[src/rtl/sys_leds_uart_dumper.sv]
// -----------------------------------------------------------------------------
// sys_leds_uart_dumper
//
// Board-side reader for the processor front-panel port. On a start request it
// steps SYS_output_sel through 0..NUM_SEL-1. For each selector it captures the
// 27-bit SYS_leds word and transmits it as one ASCII hex line over an 8N1 UART:
//   <sel hex> ':' <7 hex digits of {1'b0, snapshot}> CR LF
// With DUMP_CHECKSUM_EN defined, each line also carries ' ' and two hex digits
// (XOR of the four bytes of {5'b0, snapshot}) before CR LF.
//
// Optional feature macro: DUMP_CHECKSUM_EN (undefined by default).
//
// Parameters:
//   CLKS_PER_BIT  - SYS_clk cycles per UART bit (>= 2)
//   SETTLE_CYCLES - cycles the selector is held before sampling (>= 1)
//   NUM_SEL       - number of selector values scanned (1..16)
//
// Ports:
//   SYS_clk        in   clock, all state changes on rising edge
//   SYS_reset      in   asynchronous active-high reset
//   start          in   level, sampled in IDLE to begin one dump
//   SYS_leds       in   27-bit LED word for the current selector
//   SYS_output_sel out  8-bit selector driven into the processor
//   uart_tx        out  serial line, idles high
//   busy           out  high from dump acceptance until done
//   done           out  one-cycle pulse at the end of the dump
// -----------------------------------------------------------------------------
module sys_leds_uart_dumper #(
  parameter int CLKS_PER_BIT  = 868,
  parameter int SETTLE_CYCLES = 2,
  parameter int NUM_SEL       = 8
) (
  input  logic        SYS_clk,
  input  logic        SYS_reset,
  input  logic        start,
  input  logic [26:0] SYS_leds,
  output logic [7:0]  SYS_output_sel,
  output logic        uart_tx,
  output logic        busy,
  output logic        done
);

`ifdef DUMP_CHECKSUM_EN
  localparam int LINE_LEN = 14;
`else
  localparam int LINE_LEN = 11;
`endif

  localparam int CW = $clog2(CLKS_PER_BIT);
  localparam int SW = $clog2(SETTLE_CYCLES + 1);

  localparam logic [CW-1:0] BIT_LAST    = CW'(CLKS_PER_BIT - 1);
  localparam logic [SW-1:0] SETTLE_LAST = SW'(SETTLE_CYCLES - 1);
  localparam logic [7:0]    SEL_LAST    = 8'(NUM_SEL - 1);
  localparam logic [3:0]    PTR_END     = 4'(LINE_LEN);

  typedef enum logic [3:0] {
    S_IDLE,
    S_SETTLE,
    S_CAPTURE,
    S_SEND,
    S_TX_START,
    S_TX_DATA,
    S_TX_STOP,
    S_NEXT,
    S_FIN
  } state_t;

  // Uppercase ASCII hex digit for a nibble.
  function automatic logic [7:0] hex_ascii(input logic [3:0] n);
    if (n < 4'd10) return 8'h30 + {4'h0, n};
    else           return 8'h37 + {4'h0, n};
  endfunction

  // Byte at position ptr of the line for selector sel and snapshot snap.
  function automatic logic [7:0] line_byte(input logic [3:0]  ptr,
                                           input logic [3:0]  sel,
                                           input logic [26:0] snap);
    logic [27:0] w;
`ifdef DUMP_CHECKSUM_EN
    logic [7:0] ck;
`endif
    logic [7:0] b;
    w = {1'b0, snap};
`ifdef DUMP_CHECKSUM_EN
    ck = {5'b0, snap[26:24]} ^ snap[23:16] ^ snap[15:8] ^ snap[7:0];
`endif
    case (ptr)
      4'd0:    b = hex_ascii(sel);
      4'd1:    b = 8'h3A;
      4'd2:    b = hex_ascii(w[27:24]);
      4'd3:    b = hex_ascii(w[23:20]);
      4'd4:    b = hex_ascii(w[19:16]);
      4'd5:    b = hex_ascii(w[15:12]);
      4'd6:    b = hex_ascii(w[11:8]);
      4'd7:    b = hex_ascii(w[7:4]);
      4'd8:    b = hex_ascii(w[3:0]);
`ifdef DUMP_CHECKSUM_EN
      4'd9:    b = 8'h20;
      4'd10:   b = hex_ascii(ck[7:4]);
      4'd11:   b = hex_ascii(ck[3:0]);
      4'd12:   b = 8'h0D;
`else
      4'd9:    b = 8'h0D;
`endif
      default: b = 8'h0A;
    endcase
    return b;
  endfunction

  state_t      state_q,  state_d;
  logic [7:0]  sel_q,    sel_d;
  logic [SW-1:0] settle_q, settle_d;
  logic [CW-1:0] bitcnt_q, bitcnt_d;
  logic [2:0]  bitidx_q, bitidx_d;
  logic [3:0]  ptr_q,    ptr_d;
  logic        tx_q,     tx_d;
  logic        busy_q,   busy_d;
  logic        done_q,   done_d;
  logic [26:0] snap_q,   snap_d;
  logic [7:0]  shift_q,  shift_d;

  always_comb begin
    state_d  = state_q;
    sel_d    = sel_q;
    settle_d = settle_q;
    bitcnt_d = bitcnt_q;
    bitidx_d = bitidx_q;
    ptr_d    = ptr_q;
    tx_d     = tx_q;
    busy_d   = busy_q;
    done_d   = 1'b0;
    snap_d   = snap_q;
    shift_d  = shift_q;

    case (state_q)
      S_IDLE: begin
        if (start) begin
          state_d  = S_SETTLE;
          sel_d    = 8'd0;
          settle_d = '0;
          busy_d   = 1'b1;
        end
      end

      S_SETTLE: begin
        if (settle_q == SETTLE_LAST) begin
          settle_d = '0;
          state_d  = S_CAPTURE;
        end else begin
          settle_d = settle_q + 1'b1;
        end
      end

      S_CAPTURE: begin
        snap_d  = SYS_leds;
        ptr_d   = 4'd0;
        state_d = S_SEND;
      end

      // Load the next character; the start bit is registered here so that
      // uart_tx goes low on the same cycle the FSM enters TX_START.
      S_SEND: begin
        shift_d  = line_byte(ptr_q, sel_q[3:0], snap_q);
        ptr_d    = ptr_q + 1'b1;
        bitcnt_d = '0;
        tx_d     = 1'b0;
        state_d  = S_TX_START;
      end

      S_TX_START: begin
        if (bitcnt_q == BIT_LAST) begin
          bitcnt_d = '0;
          bitidx_d = 3'd0;
          tx_d     = shift_q[0];
          state_d  = S_TX_DATA;
        end else begin
          bitcnt_d = bitcnt_q + 1'b1;
        end
      end

      S_TX_DATA: begin
        if (bitcnt_q == BIT_LAST) begin
          bitcnt_d = '0;
          if (bitidx_q == 3'd7) begin
            tx_d    = 1'b1;
            state_d = S_TX_STOP;
          end else begin
            bitidx_d = bitidx_q + 1'b1;
            shift_d  = {1'b0, shift_q[7:1]};
            tx_d     = shift_q[1];
          end
        end else begin
          bitcnt_d = bitcnt_q + 1'b1;
        end
      end

      // After the last character of a line go straight to NEXT, so a line
      // costs exactly one SEND cycle per character.
      S_TX_STOP: begin
        if (bitcnt_q == BIT_LAST) begin
          bitcnt_d = '0;
          state_d  = (ptr_q == PTR_END) ? S_NEXT : S_SEND;
        end else begin
          bitcnt_d = bitcnt_q + 1'b1;
        end
      end

      S_NEXT: begin
        if (sel_q == SEL_LAST) begin
          done_d  = 1'b1;
          state_d = S_FIN;
        end else begin
          sel_d    = sel_q + 1'b1;
          settle_d = '0;
          state_d  = S_SETTLE;
        end
      end

      S_FIN: begin
        busy_d  = 1'b0;
        sel_d   = 8'd0;
        state_d = S_IDLE;
      end

      default: state_d = S_IDLE;
    endcase
  end

  always_ff @(posedge SYS_clk or posedge SYS_reset) begin
    if (SYS_reset) begin
      state_q  <= S_IDLE;
      sel_q    <= 8'd0;
      settle_q <= '0;
      bitcnt_q <= '0;
      bitidx_q <= 3'd0;
      ptr_q    <= 4'd0;
      tx_q     <= 1'b1;
      busy_q   <= 1'b0;
      done_q   <= 1'b0;
    end else begin
      state_q  <= state_d;
      sel_q    <= sel_d;
      settle_q <= settle_d;
      bitcnt_q <= bitcnt_d;
      bitidx_q <= bitidx_d;
      ptr_q    <= ptr_d;
      tx_q     <= tx_d;
      busy_q   <= busy_d;
      done_q   <= done_d;
    end
  end

  // Snapshot and shift register hold data only; the FSM never consumes them
  // before loading them, so they need no reset.
  always_ff @(posedge SYS_clk) begin
    snap_q  <= snap_d;
    shift_q <= shift_d;
  end

  assign SYS_output_sel = sel_q;
  assign uart_tx        = tx_q;
  assign busy           = busy_q;
  assign done           = done_q;

endmodule

[config.mk]
export PLATFORM = sky130hd
export DESIGN_NAME = sys_leds_uart_dumper
export DESIGN_NICKNAME = d
export VERILOG_FILES = /design/src/rtl/sys_leds_uart_dumper.sv
export SDC_FILE = /design/constraint.sdc
export NUM_CORES = 1
export LEC_CHECK = 0
export ABC_CLOCK_PERIOD_IN_PS = 4800
export CAP_MARGIN = 20
export CORE_UTILIZATION = 40
export DETAILED_ROUTE_END_ITERATION = 10
export MAX_ROUTING_LAYER = met4
export PLACE_DENSITY = 0.6
export SLEW_MARGIN = 20
export SYNTH_ARGS = -nofsm -noshare
export SYNTH_HDL_FRONTEND = slang
export SYNTH_SLANG_ARGS = --single-unit
[constraint.sdc]
create_clock -name SYS_clk -period 4.8 [get_ports SYS_clk]
set_clock_uncertainty 0.1 [all_clocks]
set_input_delay 0.48 -clock SYS_clk [delete_from_list [all_inputs] [get_ports SYS_clk]]
set_output_delay 0.48 -clock SYS_clk [all_outputs]
set_load 0.02 [all_outputs]
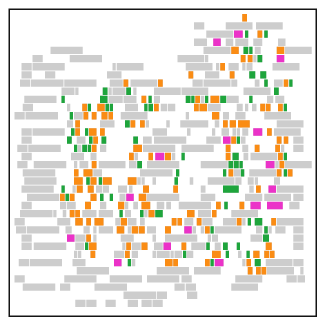
**Above:** gate-type map.
Drawn at 3 px/um.
Magenta shows non-inverting ao/oa cells, cells 16, most used o21a_1. Orange shows aoi and oai cells, cells 115, most used o21ai_0. Green shows nand cells, cells 76, most used nand2_1.

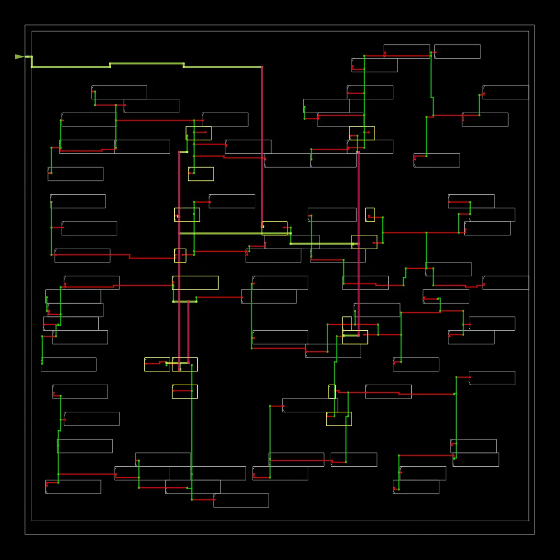
**Above:** clock routing.
clk_lat worst skew: 0.35 ns
CTS Buf Count: 9
clk pwr: 0.476 mW
Seq cells: 68
clk sinks: 68

==> results.py <==
# Metrics from the implementation run
metrics = {
    "status": {
        "status": "finished, final reports clean",
    },
    "logic_synthesis": {
        "top_area_cell": "edfxtp_1",
        "ys_cells": 425,
        "synthAdderAreaFrac_pct": 4.70,
        "syn_inst": 425,
        "synth_nets": 470,
        "ff_type": "edfxtp_1",
        "synth_area_mm2": 0.00399,
        "syn_avg_cell_area_um2": 9.39,
    },
    "setup_path": {
        "r2r_cells": 5,
        "crit_type": "reg -> reg",
        "timing.critical_path.mode_cell": "nor2_1",
        "required_ns": 4.68,
        "crit_path_end": "shift_q[2]",
        "critPathSlowestCell": "dfrtp_1",
        "start_kind": "flip-flop",
    },
    "floorplanning": {
        "nWellTaps": 133,
        "die_h_um": 102,
        "fp-utilization_pct": 41.0,
        "core-area_mm2": 0.00973,
        "die_area_mm2": 0.0104,
    },
    "final_timing": {
        "min_period_ns": 2.27,
        "setup_viol": 0,
        "slew_headroom_pct": 56.9,
    },
    "global_routing": {
        "grt.overflow.total": 0,
        "antenna_found_initial": 0,
        "met1_usage_pct": 25.3,
        "grt_first_pass_wirelength_mm": 15.1,
        "top_usage_layer": "met2",
    },
    "detailed_routing": {
        "dr.pass1.iters": 4,
        "dr.max_layer_used": "met4",
        "drt-initial-drc-count": 158,
    },
    "worst_hold_path": {
        "hold_end": "bitidx_q[0]",
    },
    "placed_design": {
        "place_area_mm2": 0.00452,
        "dpl.cell_count": 588,
    },
    "cells_and_area": {
        "fin_util_pct": 48.4,
        "layout.area.seq_mm2": 0.00187,
        "final-nonclk-buf-share_pct": 8.82,
        "finalNonFillerCells": 604,
        "nFillCells": 948,
        "buffers": 42,
    },
    "power": {
        "clkPwrFrac_pct": 42.6,
        "internal_power_mw": 0.879,
    },
    "clock_tree": {
        "cts_resized": 0,
        "cts_hold_buf": 0,
        "clockBufferDepth": 2,
    },
    "job": {
        "warnings": 30,
    },
}
Power figures rest on the tool's default switching activity, not on a simulated workload.
